`src/rtl/pad_reader_pkg.sv`:
```
// Shared types and constants for the NES/SNES pad reader.
package pad_reader_pkg;

   // Poll sequencer states
   typedef enum logic [2:0] {
      IDLE  = 3'd0,
      LATCH = 3'd1,
      WAIT  = 3'd2,
      LOW   = 3'd3,
      HIGH  = 3'd4,
      DONE  = 3'd5
   } pad_state_e;

   // SNES button bit positions within the buttons word
   localparam int unsigned BTN_B      = 0;
   localparam int unsigned BTN_Y      = 1;
   localparam int unsigned BTN_SELECT = 2;
   localparam int unsigned BTN_START  = 3;
   localparam int unsigned BTN_UP     = 4;
   localparam int unsigned BTN_DOWN   = 5;
   localparam int unsigned BTN_LEFT   = 6;
   localparam int unsigned BTN_RIGHT  = 7;
   localparam int unsigned BTN_A      = 8;
   localparam int unsigned BTN_X      = 9;
   localparam int unsigned BTN_L      = 10;
   localparam int unsigned BTN_R      = 11;

   // Larger of two sizing values
   function automatic int unsigned umax(input int unsigned a, input int unsigned b);
      return (a > b) ? a : b;
   endfunction

endpackage

```
`src/rtl/pad_data_sync.sv`:
```
// Two-flop synchronizer for the asynchronous pad data line; resets to 1 (released).
module pad_data_sync (
   input  logic clk,
   input  logic reset,
   input  logic d_in,
   output logic d_sync
);

   logic meta_q, meta_d;
   logic sync_q, sync_d;

   // Next values: shift the raw line through two stages
   always_comb begin
      meta_d = d_in;
      sync_d = meta_q;
   end

   // Synchronizer stages
   always_ff @(posedge clk) begin
      if (reset) begin
         meta_q <= 1'b1;
         sync_q <= 1'b1;
      end else begin
         meta_q <= meta_d;
         sync_q <= sync_d;
      end
   end

   assign d_sync = sync_q;

endmodule

```
`src/rtl/snes_pad_reader.sv`:
```
// Console-side NES/SNES pad poller: drives latch/clock, shifts in serial data,
// presents an active-high button word with a one-cycle valid pulse per frame.
// Optional: define PAD_DEBOUNCE_EN to only update buttons when two consecutive
// raw frames agree.
module snes_pad_reader
   import pad_reader_pkg::*;
#(
   parameter int unsigned NUM_BITS     = 16,
   parameter int unsigned LATCH_CYCLES = 144,
   parameter int unsigned HALF_CYCLES  = 36,
   parameter int unsigned GAP_CYCLES   = 200000
) (
   input  logic                clk,
   input  logic                reset,
   input  logic                poll_en,
   input  logic                pad_data,
   output logic                pad_latch,
   output logic                pad_clk,
   output logic [NUM_BITS-1:0] buttons,
   output logic                buttons_vld
);

   localparam int unsigned CNT_MAX = umax(umax(LATCH_CYCLES, HALF_CYCLES), GAP_CYCLES);
   localparam int unsigned CNT_W   = (CNT_MAX < 2) ? 1 : $clog2(CNT_MAX);
   localparam int unsigned BIT_W   = (NUM_BITS < 2) ? 1 : $clog2(NUM_BITS);

   localparam logic [CNT_W-1:0] LATCH_LOAD = CNT_W'(LATCH_CYCLES - 1);
   localparam logic [CNT_W-1:0] HALF_LOAD  = CNT_W'(HALF_CYCLES - 1);
   localparam logic [CNT_W-1:0] GAP_LOAD   = CNT_W'(GAP_CYCLES - 1);
   localparam logic [BIT_W-1:0] LAST_BIT   = BIT_W'(NUM_BITS - 1);

   pad_state_e          state_q, state_d;
   logic [CNT_W-1:0]    cnt_q, cnt_d;
   logic [BIT_W-1:0]    bit_q, bit_d;
   logic [NUM_BITS-1:0] shift_q, shift_d;
   logic                pad_latch_q, pad_latch_d;
   logic                pad_clk_q, pad_clk_d;
   logic [NUM_BITS-1:0] buttons_q, buttons_d;
   logic                buttons_vld_q, buttons_vld_d;
`ifdef PAD_DEBOUNCE_EN
   logic [NUM_BITS-1:0] raw_prev_q, raw_prev_d;
`endif

   logic             data_sync;
   logic             cnt_done;
   logic [BIT_W-1:0] nxt_bit;

   pad_data_sync u_sync (
      .clk    (clk),
      .reset  (reset),
      .d_in   (pad_data),
      .d_sync (data_sync)
   );

   assign cnt_done = (cnt_q == '0);
   assign nxt_bit  = bit_q + BIT_W'(1);

   // Next-state, counter reload, bit capture and registered-output decode
   always_comb begin
      state_d       = state_q;
      cnt_d         = cnt_done ? cnt_q : (cnt_q - CNT_W'(1));
      bit_d         = bit_q;
      shift_d       = shift_q;
      pad_latch_d   = 1'b0;
      pad_clk_d     = 1'b1;
      buttons_d     = buttons_q;
      buttons_vld_d = 1'b0;
`ifdef PAD_DEBOUNCE_EN
      raw_prev_d    = raw_prev_q;
`endif

      case (state_q)
         IDLE: begin
            // Expired gap holds at zero until polling is enabled
            if (cnt_done && poll_en) begin
               state_d = LATCH;
               cnt_d   = LATCH_LOAD;
               bit_d   = '0;
            end
         end
         LATCH: begin
            if (cnt_done) begin
               state_d = WAIT;
               cnt_d   = HALF_LOAD;
            end
         end
         WAIT: begin
            if (cnt_done) begin
               shift_d[0] = data_sync;
               state_d    = LOW;
               cnt_d      = HALF_LOAD;
            end
         end
         LOW: begin
            if (cnt_done) begin
               state_d = HIGH;
               cnt_d   = HALF_LOAD;
            end
         end
         HIGH: begin
            if (cnt_done) begin
               if (bit_q == LAST_BIT) begin
                  // Final pulse only returns the pad to idle; nothing to sample
                  state_d = DONE;
                  cnt_d   = '0;
               end else begin
                  shift_d[nxt_bit] = data_sync;
                  bit_d            = nxt_bit;
                  state_d          = LOW;
                  cnt_d            = HALF_LOAD;
               end
            end
         end
         DONE: begin
            state_d = IDLE;
            cnt_d   = GAP_LOAD;
         end
         default: begin
            state_d = IDLE;
            cnt_d   = '0;
         end
      endcase

      pad_latch_d = (state_d == LATCH);
      pad_clk_d   = (state_d != LOW);

      if (state_d == DONE) begin
         buttons_vld_d = 1'b1;
`ifdef PAD_DEBOUNCE_EN
         if (shift_q == raw_prev_q) begin
            buttons_d = ~shift_q;
         end
         raw_prev_d = shift_q;
`else
         buttons_d = ~shift_q;
`endif
      end
   end

   // Sequencer and output registers
   always_ff @(posedge clk) begin
      if (reset) begin
         state_q       <= IDLE;
         cnt_q         <= '0;
         bit_q         <= '0;
         shift_q       <= '1;
         pad_latch_q   <= 1'b0;
         pad_clk_q     <= 1'b1;
         buttons_q     <= '0;
         buttons_vld_q <= 1'b0;
      end else begin
         state_q       <= state_d;
         cnt_q         <= cnt_d;
         bit_q         <= bit_d;
         shift_q       <= shift_d;
         pad_latch_q   <= pad_latch_d;
         pad_clk_q     <= pad_clk_d;
         buttons_q     <= buttons_d;
         buttons_vld_q <= buttons_vld_d;
      end
   end

`ifdef PAD_DEBOUNCE_EN
   // Previous raw frame for agreement check
   always_ff @(posedge clk) begin
      if (reset) begin
         raw_prev_q <= '1;
      end else begin
         raw_prev_q <= raw_prev_d;
      end
   end
`endif

   assign pad_latch   = pad_latch_q;
   assign pad_clk     = pad_clk_q;
   assign buttons     = buttons_q;
   assign buttons_vld = buttons_vld_q;

endmodule

```
`config.mk`:
```
export PLATFORM = sky130hd
export DESIGN_NAME = snes_pad_reader
export DESIGN_NICKNAME = d
export VERILOG_FILES = /design/src/rtl/pad_reader_pkg.sv /design/src/rtl/pad_data_sync.sv /design/src/rtl/snes_pad_reader.sv
export SDC_FILE = /design/constraint.sdc
export NUM_CORES = 1
export LEC_CHECK = 0
export ABC_AREA = 1
export CAP_MARGIN = 20
export CORE_ASPECT_RATIO = 0.75
export CORE_UTILIZATION = 50
export DETAILED_ROUTE_END_ITERATION = 7
export PLACE_DENSITY = 0.7
export SLEW_MARGIN = 10
export SYNTH_ARGS = -nofsm -noshare
export SYNTH_HDL_FRONTEND = slang
export SYNTH_SLANG_ARGS = --single-unit
```
`constraint.sdc`:
```
create_clock -name clk -period 3.07 [get_ports clk]
set_clock_uncertainty 0.05 [all_clocks]
set_input_delay 0.307 -clock clk [delete_from_list [all_inputs] [get_ports clk]]
set_output_delay 0.307 -clock clk [all_outputs]
set_load 0.02 [all_outputs]
```
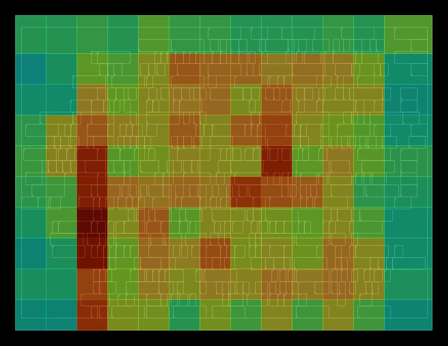
Figure 1: run 1, track usage over the die.
gr usage total: 22.9%
met3 Use GR: 8.28%
busiest grt layer: met1
routed length per instance: 12.9 um

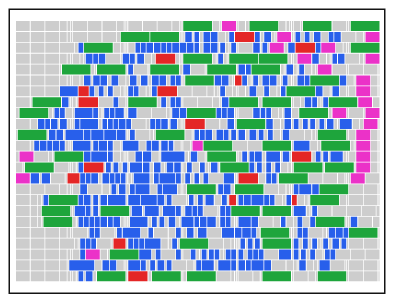
Figure 2: run 1, cells colored by class.
Drawn at 4 px/um. Fill, decap, tap and diode cells in gray.
Key: red = clock drivers and dummy loads [cells 16, share of their area 5.1%]; green = flip-flops [cells 62, share of their area 36%]; magenta = other buffers and delay cells [cells 23, share of their area 6.6%]; blue = all other logic [cells 357, share of their area 52%]
design area: 0.00353 mm2
Core Area: 0.00595 mm2
Seq area share: 35.1%
final core utilization: 59.4%

==> impl_metrics.csv, run 1 <==
group,metric,value,unit
place,io_buffers,22,
clocking,post_cts_buffers,0,
final_layout,nClkBuffers,11,
drt,ant_nets,0,
critical_path,path_max_fanout,33,
final_layout,clkCellAreaFrac,4.99,%
timing,hold_ws,367,ps
clocking,cts_tree,"done",
run,cap_violations,0,
place,placed_area,0.00336,mm2
drt,finalWirelength,6.91,mm
run_status,status,"completed",
critical_path,path_buffers,2,
timing,fin_setup_tns,0,ps
die,fp.dieW,93.5,um
critical_path,r2r_slack,800,ps
yosys,ys_area,0.00314,mm2
global_routing,grt_use_met1,36.1,%
global_routing,grt_pass1_wl,11.6,mm
timing,fin_ws,802,ps
die,num_tap_cells,78,
drt,drt_iter0_drc,220,
power,power.static_leakage,1.46,nW
timing,worst_pin_slew,826,ps
critical_path,worst_path_largest_cell_delay,700,ps
yosys,ys.warnings.count,0,
timing,slew_headroom,44.8,%
timing,finalSetupViolCount,0,
clocking,clkTransAtPathRegs,70,ps
yosys,syn_area,0.00314,mm2
timing,finalHoldViolations,0,
hold_path,hold_end,"u_sync.d_sync",
critical_path,cp_slowest_cell,"o21ai_4",
power,ir_drop,0.000389,V
yosys,ys_ff,62,
yosys,syn_area_per_cell,7.26,um2
final_layout,comb_area_share,47.2,%
hold_path,hold_depth,1,
final_layout,drive_above_1_share,9.61,%
critical_path,critPathRequiredTime,3270,ps
critical_path,crit_chain,"inv_1, ha_1, nand3_2, nor2_4, nand2_4, o21ai_4, inv_1, nand3_2, nor2_1",
hold_path,hold_start,"u_sync.meta_q",
critical_path,timing.rr.start,"cnt_q[0]",
die,fp.dieH,70.7,um
final_layout,nFillCells,577,
place,hpwl,4.99,mm
clocking,clock_path_buffers,2,
critical_path,ff2ff_path_depth,9,
place,place_ws,827,ps
timing,rsz0062_at_grt,"false",
clocking,clock.latency.late_pin,350,ps
final_layout,comb_area,0.00167,mm2
critical_path,cp.arrival,2470,ps
timing,min_period,2270,ps
drt,num_vias,2731,
power,powerDensity,804,mW/mm2
global_routing,use_met2,27.9,%
final_layout,nMultiInputCombCells,326,
hold_path,hp-class,"reg2reg",
global_routing,antenna_found_initial,0,
die,ios,23,
timing,drv_slew,0,
global_routing,grt_pass1_vias,2336,
global_routing,grt_max_degree,34,
final_layout,ff_count,62,
critical_path,critical_path_class,"reg2reg",
run,warning_count,31,
global_routing,grt-ovfl-total,0,
yosys,yosysUniqueCellTypes,35,
critical_path,endpoint_kind,"flop",
final_layout,signal_buffers,23,
clocking,post_cts_resize_count,0,
clocking,cts_hold_buffers,0,
yosys,netlist_instances,433,
drt,routed_via_density,5.10,
yosys,ys_cells,433,
yosys,synth_seq_share,39.5,%
final_layout,buf_share,6.45,%
final_layout,fin_nets,465,
final_layout,largest_cell_class,"combinational gates",
clocking,clock-sinks,62,
die,rows,24,
yosys,synth_nets,445,
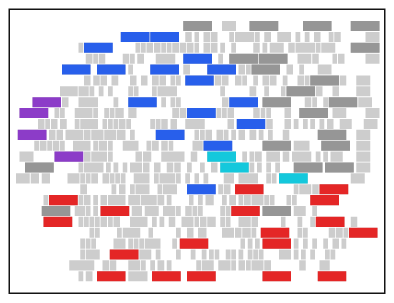
Figure 3: run 1, where the registers sit.
Drawn at 4 px/um. Other sequential cells in the stronger gray, the rest of the logic in the fainter gray.
Key: purple = bit_q [sequential cells 4, where west]; cyan = state_q [sequential cells 3]; blue = shift_q [sequential cells 16, where north]; red = cnt_q [sequential cells 18]
sequential power: 1.05 mW
Seq. cell area: 0.00124 mm2

[run 1: synth_stat cells]
| master | count | share of area (%) |
|---|---|---|
| nor3_1 | 5 | 0.80 |
| clkinv_4 | 1 | 0.28 |
| ha_1 | 8 | 3.2 |
| nand2_1 | 89 | 11 |
| a21oi_2 | 2 | 0.56 |
| a31oi_1 | 1 | 0.20 |
| inv_2 | 2 | 0.24 |
| nand3_4 | 1 | 0.56 |
| nand4_1 | 1 | 0.20 |
| buf_1 | 1 | 0.12 |
| xor2_1 | 13 | 3.6 |
| o211ai_1 | 1 | 0.24 |
| nand2_4 | 2 | 0.72 |
| nand2_2 | 6 | 1.2 |
| xnor2_1 | 2 | 0.56 |
| a21boi_0 | 1 | 0.24 |
| nor2_4 | 5 | 1.8 |
| o21ai_1 | 3 | 0.48 |
| or2_2 | 2 | 0.40 |
| nand3_2 | 4 | 1.3 |
| buf_6 | 6 | 2.2 |
| o21bai_1 | 1 | 0.24 |
| o21ai_4 | 1 | 0.52 |
| buf_8 | 1 | 0.48 |
| inv_1 | 28 | 3.3 |
| buf_2 | 2 | 0.32 |
| a21oi_1 | 26 | 4.1 |
| nor2_2 | 1 | 0.20 |
| nand3_1 | 50 | 8.0 |
| nand3b_1 | 1 | 0.24 |
| nor2_1 | 73 | 8.7 |
| o21ai_0 | 26 | 4.1 |
| o21ai_2 | 1 | 0.28 |
| clkbuf_1 | 4 | 0.48 |
| dfxtp_1 | 62 | 40 |
[run 1: stage by stage]
step | power [mW] | instances
global placement | 2.18 | 520
floorplan | 2.00 | 433
global route | 3.07 | 536
finish | 2.84 | 536
detailed placement | 2.20 | 520
CTS | 2.85 | 536
[run 1: how the worst max path moves through the flow]
stage | from | to | slack [ps] | cells past startpoint
detailed placement | cnt_q[0] | pad_latch | 830 | 9
finish | cnt_q[0] | pad_latch | 800 | 9
floorplan | cnt_q[0] | cnt_q[0] | 1310 | 11
CTS | cnt_q[0] | pad_latch | 820 | 9
global placement | cnt_q[0] | pad_latch | 890 | 9
global route | cnt_q[0] | buttons[1] | 590 | 9
[run 1: cell usage in the layout, fill, tap and decap left out, types with 6 or more instances in the layout]
master           instances
dfxtp_1                 62
nand3_1                 50
a21oi_1                 26
ha_1                     8
xor2_1                  13
nand2_1                 89
inv_1                   28
clkdlybuf4s50_1         22
o21ai_0                 26
nor2_1                  73
nand2_2                  6
clkbuf_8                10
[run 1: sequential cells by signal, summed over array words and instances (netlist names)]
register       count
bit_q              4
buttons           16
buttons_vld        1
cnt_q             18
pad_clk            1
pad_latch          1
shift_q           16
state_q            3
u_sync.d_sync      1
u_sync.meta_q      1
[run 1: logic make-up after synthesis]
kind of cell / Yosys count / share of synthesized area [%]
simple gates: 240 / 34.7
compound gates: 63 / 11.0
flops: 62 / 39.5
buf+inv: 45 / 7.41
xor+xnor: 15 / 4.18
fa+ha+maj: 8 / 3.19
[run 1: power breakdown]
part	leakage [nW]	internal [mW]	switching, mW
clock network	0.0893	0.314	0.326
logic	0.867	0.393	0.757
registers	0.504	0.918	0.131
[run 1: per-layer routing]
layer	vias to the layer above	routed length, um
met2	76	2620
met5	-	0
met1	1203	3710
met4	0	63
met3	5	514
li1	1447	-
Figure 4. Power grid (run 1).
Drawn at 4 px/um. Pins as bars on the die edge.
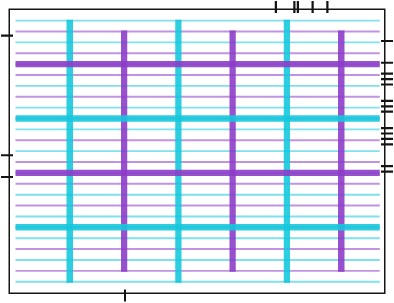

==> run 2, diff against run 1 <==
--- a/config.mk
+++ b/config.mk
@@ -10,7 +10,7 @@
 export CORE_ASPECT_RATIO = 0.75
 export CORE_UTILIZATION = 50
 export DETAILED_ROUTE_END_ITERATION = 7
-export PLACE_DENSITY = 0.7
+export PLACE_DENSITY = 0.72
 export SLEW_MARGIN = 10
 export SYNTH_ARGS = -nofsm -noshare
 export SYNTH_HDL_FRONTEND = slang
==> constraint.sdc (replaced) <==
create_clock -name clk -period 2 [get_ports clk]
set_clock_uncertainty 0.05 [all_clocks]
set_input_delay 0.2 -clock clk [delete_from_list [all_inputs] [get_ports clk]]
set_output_delay 0.2 -clock clk [all_outputs]
set_load 0.02 [all_outputs]
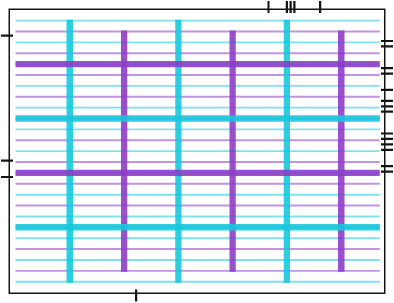
Figure 5: run 2, power grid.
Drawn at 4 px/um. Pins as bars on the die edge.
Key: purple = VDD; cyan = VSS
The core has 24 rows. 23 signal pins sit on the boundary. 6 straps on met4. 25 met1 rails follow the rows. 4 straps on met5.

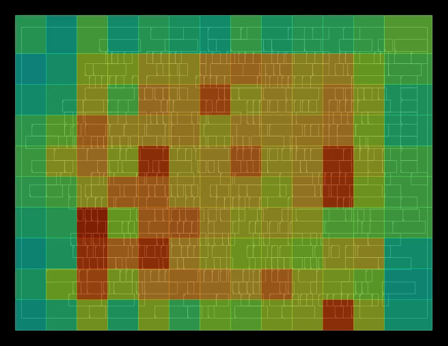
Figure 6: run 2, track usage over the die.
met2 Usage GRT: 30.5%
gr usage total: 23.2%

==> impl_metrics.csv, run 2 <==
group,metric,value,unit
run_status,status,"completed",
die,ios,23,
final_layout,drive_above_1_share,13.7,%
timing,fin_setup_tns,0,ps
yosys,synthTopCellsByCount,"nand2_1 (89), nor2_1 (73), dfxtp_1 (62), nand3_1 (50), inv_1 (28)",
power,net-switching-power,1.90,mW
final_layout,fin_util,63.7,%
power,ir_drop,0.000717,V
timing,slew_headroom,60.3,%
critical_path,critical_path_class,"reg2reg",
critical_path,r2r_slack,60,ps
critical_path,timing.rr.start,"cnt_q[0]",
yosys,yosysUniqueCellTypes,35,
drt,num_vias,2843,
timing,drv_slew,0,
place,hpwl,5.10,mm
clocking,clock-sinks,62,
yosys,edf_count,0,
clocking,clkTransAtPathRegs,70,ps
drt,ant_nets,0,
yosys,most_common_cell,"nand2_1",
critical_path,cp.depth,11,
drt,wire_per_inst,13.1,um
run,warning_count,31,
power,power_frac_clock,25.7,%
clocking,cts_tree,"done",
global_routing,grt_max_degree,34,
critical_path,worst_path_largest_cell_delay,320,ps
yosys,ys_cells,433,
final_layout,fin_nets,481,
power,powerDensity,1260,mW/mm2
power,power.internal,2.86,mW
clocking,clock_path_buffers,2,
critical_path,cp_slowest_cell,"dfxtp_1",
yosys,ys_async_sr_fraction,0,%
timing,min_period,1940,ps
yosys,netlist_instances,433,
clocking,clock.latency.late_pin,330,ps
timing,finalHoldViolations,0,
die,fp.dieH,70.7,um
yosys,ys_ff,62,
yosys,syn_area,0.00314,mm2
critical_path,crit_chain,"inv_2, ha_2, nand3_2, nor2_4, nand2_4, buf_6, o21ai_4, clkbuf_16, nand3_1, nand2_1, nor2_1",
yosys,syn_area_per_cell,7.26,um2
yosys,ys.warnings.count,0,
timing,hold_ws,363,ps
die,rows,24,
power,power.static_leakage,1.58,nW
timing,worst_pin_slew,594,ps
## run 2: metal layers
metal / GRT usage (%) / wire length [um]
met3: 5.48 / 459
met1: 36.8 / 3820
met5: 0 / 0
met2: 30.5 / 2890
met4: 6.50 / 53
## run 2: what timing repair did
| item | CTS | global route |
|---|---|---|
| hold endpoints to repair | 0 | 0 |
| endpoints found under the setup margin | 0 | 27 |
| setup buffers | 0 | 3 |
| hold buffers | 0 | 0 |
| gates resized | 0 | 9 |
## run 2: per-stage QoR
step | std cells | area, um2 | total power [mW]
CTS | 546 | 3670 | 4.64
detailed placement | 530 | 3440 | 3.42
global placement | 530 | 3440 | 3.40
floorplan | 433 | 3140 | 3.07
finish | 552 | 3790 | 4.76
global route | 552 | 3790 | 5.09
## run 2: cell type report
cell class	count	area (um2)
sequential	62	1240
tap	78	97.6
inverter	31	121
fill	522	2160
clock buffer	11	141
clock inverter	5	82.6
timing repair buffer	39	408
multi-input combinational	326	1690
## run 2: logic make-up after synthesis
kind of cell               after synthesis  share of synthesized area [%]
AOI/OAI and AO/OA                       63                           11.0
xor gates and xnor gates                15                           4.18
DFF                                     62                           39.5
adders and majority gates                8                           3.19
buffers and inverters                   45                           7.41
and+or+nand+nor                        240                           34.7
## run 2: worst min path at each step
stage / from / end / slack (ps) / cells after the start
2_1_floorplan: reset / state_q[1] / 220 / 1
3_3_place_gp: u_sync.meta_q / u_sync.d_sync / 340 / 1
3_5_place_dp: u_sync.meta_q / u_sync.d_sync / 350 / 1
4_1_cts: u_sync.meta_q / u_sync.d_sync / 370 / 1
5_1_grt: u_sync.meta_q / u_sync.d_sync / 390 / 1
6_report: u_sync.meta_q / u_sync.d_sync / 360 / 1
## run 2: power by group through the flow
stage | clock [mW] | combinational, mW | sequential (mW)
floorplan | 0 | 1.49 | 1.58
global placement | 0 | 1.79 | 1.61
detailed placement | 0 | 1.81 | 1.62
CTS | 1.24 | 1.81 | 1.59
global route | 1.30 | 2.16 | 1.63
finish | 1.22 | 1.93 | 1.60
## run 2: worst reg2reg max path: stages, from the launching register on
cell	delay [ps]
dfxtp_1	320
inv_2	80
ha_2	190
nand3_2	90
nor2_4	170
nand2_4	110
buf_6	150
o21ai_4	260
clkbuf_16	220
nand3_1	80
nand2_1	80
nor2_1	40
Figure 7. Where the registers sit (run 2).
Drawn at 4 px/um. Other sequential cells in the stronger gray, the rest of the logic in the fainter gray.
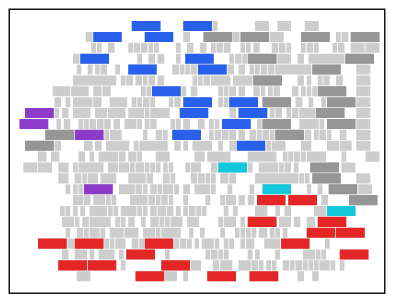

==> run 3, diff against run 2 <==
--- a/config.mk
+++ b/config.mk
@@ -10,6 +10,7 @@
 export CORE_ASPECT_RATIO = 0.75
 export CORE_UTILIZATION = 50
 export DETAILED_ROUTE_END_ITERATION = 7
+export GPL_ROUTABILITY_DRIVEN = 0
 export PLACE_DENSITY = 0.72
 export SLEW_MARGIN = 10
 export SYNTH_ARGS = -nofsm -noshare
==> constraint.sdc (replaced) <==
create_clock -name clk -period 2 [get_ports clk]
set_clock_uncertainty 0.05 [all_clocks]
set_input_delay 0.4 -clock clk [delete_from_list [all_inputs] [get_ports clk]]
set_output_delay 0.4 -clock clk [all_outputs]
set_load 0.02 [all_outputs]
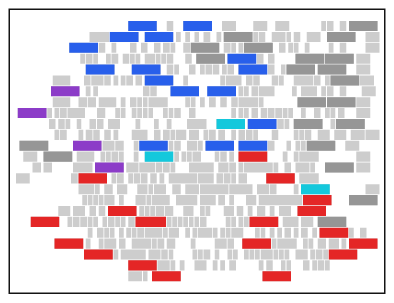
Figure 8: run 3, where the registers sit.
Drawn at 4 px/um. Other sequential cells in the stronger gray, the rest of the logic in the fainter gray.
Key: blue = shift_q [sequential cells 16]; purple = bit_q [sequential cells 4, where west]; red = cnt_q [sequential cells 18]; cyan = state_q [sequential cells 3]
Another 21 sequential cells are not colored.

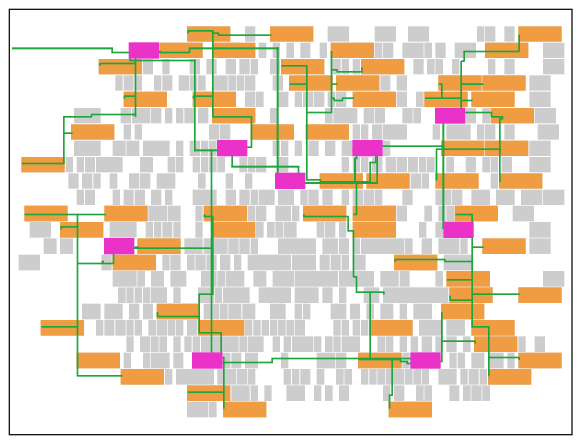
Figure 9: run 3, clock network drawn from the DEF.
Drawn at 6 px/um.
Key: green = clock wires [length 783 um]; orange = flip-flops [count 62]; magenta = cells driving clock nets [count 9]
There are 10 routed clock nets. Position of the flops: spread over the die.

==> impl_metrics.csv, run 3 <==
group,metric,value,unit
yosys,ys_cells,433,
timing,rsz0062_at_grt,"false",
yosys,synthTopCellsByCount,"nand2_1 (89), nor2_1 (73), dfxtp_1 (62), nand3_1 (50), inv_1 (28)",
critical_path,r2r_slack,60,ps
final_layout,comb_area,0.00174,mm2
hold_path,hold_start,"u_sync.meta_q",
timing,fin_ws,62.4,ps
hold_path,hold_end,"u_sync.d_sync",
die,ios,23,
drt,wire_per_inst,13.3,um
yosys,ys.warnings.count,0,
die,rows,24,
timing,fin_setup_tns,0,ps
timing,worst_pin_slew,570,ps
place,dpl.cell_count,526,
global_routing,grt_pass1_wl,11.9,mm
critical_path,critical_path_class,"reg2reg",
power,power.static_leakage,1.53,nW
drt,ant_nets,0,
final_layout,largest_reg_flops,18,
yosys,ys_ff,62,
final_layout,seq_area,0.00124,mm2
final_layout,mostFrequentLayoutCells,"nand2_1 (86), nor2_1 (72), dfxtp_1 (61)",
drt,routed_via_density,5.24,
drt,finalWirelength,7.29,mm
power,fin_total_pwr,4.70,mW
die,core,0.00595,mm2
yosys,yosysUniqueCellTypes,35,
global_routing,grt-ovfl-total,0,
critical_path,path_max_fanout,6,
yosys,ff_type,"dfxtp_1",
critical_path,ff2ff_path_depth,12,
yosys,top_cells_by_area,"dfxtp_1 (40%), nand2_1 (11%), nor2_1 (8.7%)",
power,powerDensity,1270,mW/mm2
timing,finalSetupViolCount,0,
timing,hold_ws,364,ps
clocking,clock-sinks,62,
yosys,synth_nets,445,
place,io_buffers,22,
yosys,synth_seq_share,39.5,%
place,place_ws,-34.1,ps
place,placed_area,0.00341,mm2
run_status,status,"completed",
critical_path,critPathRequiredTime,2230,ps
clocking,clkTransAtPathRegs,70,ps
global_routing,grt_max_degree,34,
-- run 3: power by group --
group | total [mW] | switching, mW | internal, mW
registers | 1.61 | 0.198 | 1.41
logic | 1.99 | 1.30 | 0.691
clock network | 1.10 | 0.494 | 0.608
-- run 3: repair_timing --
item,in CTS,in global routing
setup buffers,0,3
endpoints found under the setup margin,11,26
resized,1,12
gates cloned,0,3
pin swaps,0,5
-- run 3: layer usage --
metal  track usage, %  routed length (um)  vias up
met5                0                   0        -
met4             7.18                 114        0
met3             7.63                 604       14
met2             30.1                2810      113
met1             35.5                3760     1281
li1                 -                   -     1465
-- run 3: area by class of cell --
type | instances | share of cell area, %
Tap cell | 78 | 2.63
Inverter | 31 | 3.27
Multi-Input combinational cell | 329 | 46.8
Clock buffer | 11 | 3.81
Clock inverter | 5 | 1.58
Timing Repair Buffer | 32 | 8.39
Sequential cell | 62 | 33.5
-- run 3: critical path, cell delays in order (launching register included) --
cell	delay, ps
dfxtp_2	340
inv_2	80
ha_2	190
nand3_2	100
nor2_4	220
nand2_8	110
clkinv_4	80
nand3_4	170
nand2_8	150
nand2_1	60
inv_1	70
nand2_1	90
nor2_1	150
-- run 3: logic make-up after synthesis --
group	count (synthesis)	synth area share, %
AND/OR/NAND/NOR	240	34.7
AND-OR/OR-AND	63	11.0
flip-flops	62	39.5
buffers and inverters	45	7.41
XOR/XNOR	15	4.18
adder cells (fa/ha/maj)	8	3.19
-- run 3: worst max path at each step --
stage	cells past startpoint	start	to	slack (ps)
final	12	cnt_q[0]	buttons_vld	60
after global routing	11	cnt_q[0]	bit_q[0]	6
after CTS	11	cnt_q[0]	buttons[15]	5
after detailed placement	11	cnt_q[0]	buttons[15]	-30
after global placement	11	cnt_q[0]	buttons[6]	80
after floorplan	11	cnt_q[0]	cnt_q[0]	240
Power and IR drop assume default switching activity.
